$ cat src/rtl/fetch_if.sv
// Fetch sequencer bus: pipeline controls, instruction-memory port and EX-stage outputs.
// The sequencer uses the master view; the core and instruction RAM use the slave view.
interface fetch_if #(
    parameter int PC_W   = 12,
    parameter int INST_W = 32
);
    logic              stall;
    logic              redirect_valid;
    logic [PC_W-1:0]   redirect_pc;
    logic              halt_req;
    logic              resume;
    logic [PC_W-1:0]   imem_addr;
    logic [INST_W-1:0] imem_rdata;
    logic [INST_W-1:0] inst_ex;
    logic [PC_W-1:0]   pc_ex;
    logic              inst_valid_ex;
    logic              halted;
    logic [31:0]       issue_count;

    modport master (
        input  stall, redirect_valid, redirect_pc, halt_req, resume, imem_rdata,
        output imem_addr, inst_ex, pc_ex, inst_valid_ex, halted, issue_count
    );

    modport slave (
        output stall, redirect_valid, redirect_pc, halt_req, resume, imem_rdata,
        input  imem_addr, inst_ex, pc_ex, inst_valid_ex, halted, issue_count
    );
endinterface

$ cat src/rtl/fetch_sequencer.sv
// Fetch PC and FETCH->EX issue controller: sequential fetch with stall,
// redirect flush, halt/resume and a count of instructions retired from EX.
module fetch_sequencer #(
    parameter int                PC_W     = 12,
    parameter int                INST_W   = 32,
    parameter logic [INST_W-1:0] NOP_INST = 32'h00000013
) (
    input logic     clk,
    input logic     rst_n,
    fetch_if.master bus
);

    typedef enum logic {
        ST_RUN  = 1'b0,
        ST_HALT = 1'b1
    } state_e;

    state_e            state_q, state_d;
    logic [PC_W-1:0]   pc_fetch_q, pc_fetch_d;
    logic [PC_W-1:0]   pc_ex_q, pc_ex_d;
    logic [INST_W-1:0] inst_ex_q, inst_ex_d;
    logic              inst_valid_ex_q, inst_valid_ex_d;
    logic              halted_q, halted_d;
    logic [31:0]       issue_count_q, issue_count_d;

    always_comb begin
        state_d         = state_q;
        pc_fetch_d      = pc_fetch_q;
        pc_ex_d         = pc_ex_q;
        inst_ex_d       = inst_ex_q;
        inst_valid_ex_d = inst_valid_ex_q;
        issue_count_d   = issue_count_q;

        if (state_q == ST_RUN) begin
            // A redirect or halt also retires the EX instruction, even under stall for redirect.
            if (inst_valid_ex_q && (bus.redirect_valid || !bus.stall)) begin
                issue_count_d = issue_count_q + 32'd1;
            end

            if (bus.redirect_valid) begin
                pc_fetch_d      = bus.redirect_pc;
                inst_ex_d       = NOP_INST;
                inst_valid_ex_d = 1'b0;
                if (bus.halt_req) begin
                    state_d = ST_HALT;
                end
            end else if (!bus.stall) begin
                if (bus.halt_req) begin
                    // The word at pc_fetch is left unconsumed and refetched after resume.
                    state_d         = ST_HALT;
                    inst_ex_d       = NOP_INST;
                    inst_valid_ex_d = 1'b0;
                end else begin
                    inst_ex_d       = bus.imem_rdata;
                    pc_ex_d         = pc_fetch_q;
                    inst_valid_ex_d = 1'b1;
                    pc_fetch_d      = pc_fetch_q + 1'b1;
                end
            end
        end else begin
            inst_ex_d       = NOP_INST;
            inst_valid_ex_d = 1'b0;
            if (bus.redirect_valid) begin
                pc_fetch_d = bus.redirect_pc;
            end
            if (bus.resume && !bus.halt_req) begin
                state_d = ST_RUN;
            end
        end

        halted_d = (state_d == ST_HALT);
    end

    // FETCH -> EX stage boundary
    always_ff @(posedge clk) begin
        if (!rst_n) begin
            state_q         <= ST_RUN;
            pc_fetch_q      <= '0;
            pc_ex_q         <= '0;
            inst_ex_q       <= NOP_INST;
            inst_valid_ex_q <= 1'b0;
            halted_q        <= 1'b0;
            issue_count_q   <= '0;
        end else begin
            state_q         <= state_d;
            pc_fetch_q      <= pc_fetch_d;
            pc_ex_q         <= pc_ex_d;
            inst_ex_q       <= inst_ex_d;
            inst_valid_ex_q <= inst_valid_ex_d;
            halted_q        <= halted_d;
            issue_count_q   <= issue_count_d;
        end
    end

    assign bus.imem_addr     = pc_fetch_q;
    assign bus.inst_ex       = inst_ex_q;
    assign bus.pc_ex         = pc_ex_q;
    assign bus.inst_valid_ex = inst_valid_ex_q;
    assign bus.halted        = halted_q;
    assign bus.issue_count   = issue_count_q;

endmodule

$ cat src/flat_wrapper.sv
// flat-port wrapper written by rule: the top's interface ports become plain ports
module fetch_sequencer_flat 
#(
    parameter int                PC_W     = 12,
    parameter int                INST_W   = 32,
    parameter logic [INST_W-1:0] NOP_INST = 32'h00000013
)
  (clk, rst_n, bus_stall, bus_redirect_valid, bus_redirect_pc, bus_halt_req, bus_resume, bus_imem_rdata, bus_imem_addr, bus_inst_ex, bus_pc_ex, bus_inst_valid_ex, bus_halted, bus_issue_count);
  fetch_if #(.PC_W(PC_W), .INST_W(INST_W)) bus_i ();
  input logic clk;
  input logic rst_n;
  input wire logic [$bits(bus_i.stall)-1:0] bus_stall;
  input wire logic [$bits(bus_i.redirect_valid)-1:0] bus_redirect_valid;
  input wire logic [$bits(bus_i.redirect_pc)-1:0] bus_redirect_pc;
  input wire logic [$bits(bus_i.halt_req)-1:0] bus_halt_req;
  input wire logic [$bits(bus_i.resume)-1:0] bus_resume;
  input wire logic [$bits(bus_i.imem_rdata)-1:0] bus_imem_rdata;
  output wire logic [$bits(bus_i.imem_addr)-1:0] bus_imem_addr;
  output wire logic [$bits(bus_i.inst_ex)-1:0] bus_inst_ex;
  output wire logic [$bits(bus_i.pc_ex)-1:0] bus_pc_ex;
  output wire logic [$bits(bus_i.inst_valid_ex)-1:0] bus_inst_valid_ex;
  output wire logic [$bits(bus_i.halted)-1:0] bus_halted;
  output wire logic [$bits(bus_i.issue_count)-1:0] bus_issue_count;
  assign bus_i.stall = bus_stall;
  assign bus_i.redirect_valid = bus_redirect_valid;
  assign bus_i.redirect_pc = bus_redirect_pc;
  assign bus_i.halt_req = bus_halt_req;
  assign bus_i.resume = bus_resume;
  assign bus_i.imem_rdata = bus_imem_rdata;
  assign bus_imem_addr = bus_i.imem_addr;
  assign bus_inst_ex = bus_i.inst_ex;
  assign bus_pc_ex = bus_i.pc_ex;
  assign bus_inst_valid_ex = bus_i.inst_valid_ex;
  assign bus_halted = bus_i.halted;
  assign bus_issue_count = bus_i.issue_count;
  fetch_sequencer #(.PC_W(PC_W), .INST_W(INST_W), .NOP_INST(NOP_INST)) u_core (.clk(clk), .rst_n(rst_n), .bus(bus_i));
endmodule
$ cat config.mk
export PLATFORM = sky130hd
export DESIGN_NAME = fetch_sequencer_flat
export DESIGN_NICKNAME = d
export VERILOG_FILES = /design/src/rtl/fetch_if.sv /design/src/rtl/fetch_sequencer.sv /design/src/flat_wrapper.sv
export SDC_FILE = /design/constraint.sdc
export NUM_CORES = 1
export LEC_CHECK = 0
export ABC_AREA = 0
export CORE_MARGIN = 4
export CORE_UTILIZATION = 48
export DETAILED_ROUTE_END_ITERATION = 8
export HOLD_SLACK_MARGIN = 0.03
export PLACE_DENSITY = 0.85
export RECOVER_POWER = 50
export SYNTH_ARGS = -nofsm -noshare
export SYNTH_HDL_FRONTEND = slang
export SYNTH_SLANG_ARGS = --single-unit
export TNS_END_PERCENT = 100
$ cat constraint.sdc
create_clock -name clk -period 2.85 [get_ports clk]
set_input_delay 0.7125 -clock clk [delete_from_list [all_inputs] [get_ports clk]]
set_output_delay 0.7125 -clock clk [all_outputs]
set_load 0.005 [all_outputs]
==> run summary <==
flow finished, numbers: reg2reg setup slack=660 ps, most instantiated logic cell after routing=dfxtp_1, Top cell area share=46.8%, Clock Skew=11.3 ps, clk_lat worst skew=360 ps, syn_area_per_cell=8.94 um^2, WHS Endpoint=u_core.bus.pc_ex[11], cell with the most instances after synthesis=dfxtp_1, power per cell area=481 nW/um^2, Yosys Chip Area=3850 um^2, slowest CP cell=dlygate4sd3_1, leakage power=2.15 nW, top post-synthesis cells by count=dfxtp_1, nand2_1, nor2_1, Pint=2.10 mW, final setup margin=430 ps, clock buffers=9, Post-synth seq share=46.8%, Tightest Hold Check Type=flip-flop to flip-flop, Cell area leaders=dfxtp_1, a22oi_1, xnor2_1, outcome=finished, final reports clean, Top logic family=simple AND/OR/NAND/NOR gates, Worst Setup EP=u_core.bus.issue_count[19], global-route wire length before repair=17,800 um, Met3 Wirelength=887 um, most frequent cells in the layout=dfxtp_1, clkdlybuf4s50_1, dlygate4sd3_1, IO Pins=140, Arr. time, crit path=2710 ps, clock slew at reported path FFs=90 ps, IR Drop Worst-Case VDD=0.315 mV, mux share=0.519%, Placed Cells=656, Worst-Margin Slew=587 ps, Max-area cell class=combinational gates, cell family with most CP delay=simple AND/OR/NAND/NOR gates, relative slew slack=60.8%, Seq group=1.31 mW, worst slack, placed=200 ps, postcts setup bufs=0, cycle use final=84.9%, Synth Instances=431, P_clk=1.13 mW, setup_tns=0 ps, comb pwr=0.248 mW, met3 GRT Util=7.82%, count of final setup violators=0, GRT Total Usage=22.6%, Top Usage Layer GRT=met2, Non-CTS buffers=151, Worst Setup SP=bus_redirect_valid, XORs/XNORs by Area=6.59%, DRT Pass-1 Iters=4, Hold Buf Count CTS=0, CP bufs+invs=1, number of antenna-violating nets in the routed design=0, Yosys cell types=47, WP data required=3140 ps, RePlAce Congestion=0.819, RSZ-0062 raised after global routing=no, Peak Freq=413 MHz, number of buffers added on ports=139, vias per std cell=5.50, DR WL met2=5410 um, Post-Syn Area=3850 um^2, R2R depth=5, Inverters=9, initial drt markers=179, core area=7770 um^2, synth warn=0, Top Layer Used=met4, Layout clock area frac=4.74%, Synth flops=90, cts repair resizes=0, wl on met1=4410 um, comb_multi_in=304, register area=1800 um^2, grt total ovfl=0, CTS tree=yes, CTS Root Cell=clkbuf_8, Syn Nets=483, asr flop ratio synth=0%, worst r2r src=u_core.bus.issue_count[13]
Metal 1:
Supply wires on this layer in grey.
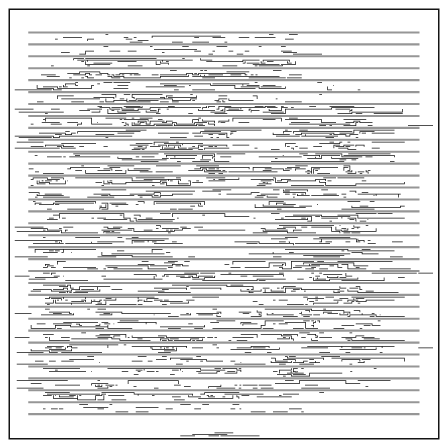
main direction: horizontal
share of all routed wire: 41%
wire length on this layer: 4,410 um
nets with wire on the layer: 547
longest straight run: 26.2 um
routed vias: 3,696
total wire length: 10,800 um
met1 GRT Util: 26.4%

Met2 routing:
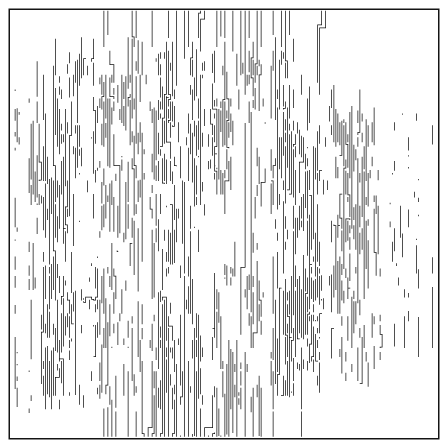
main direction: vertical
share of all routed wire: 50%
longest straight run: 45.6 um
wire length on this layer: 5,410 um
nets with wire on the layer: 548
GR Util met2: 38.6%

Power is estimated from default activity; no workload was simulated.
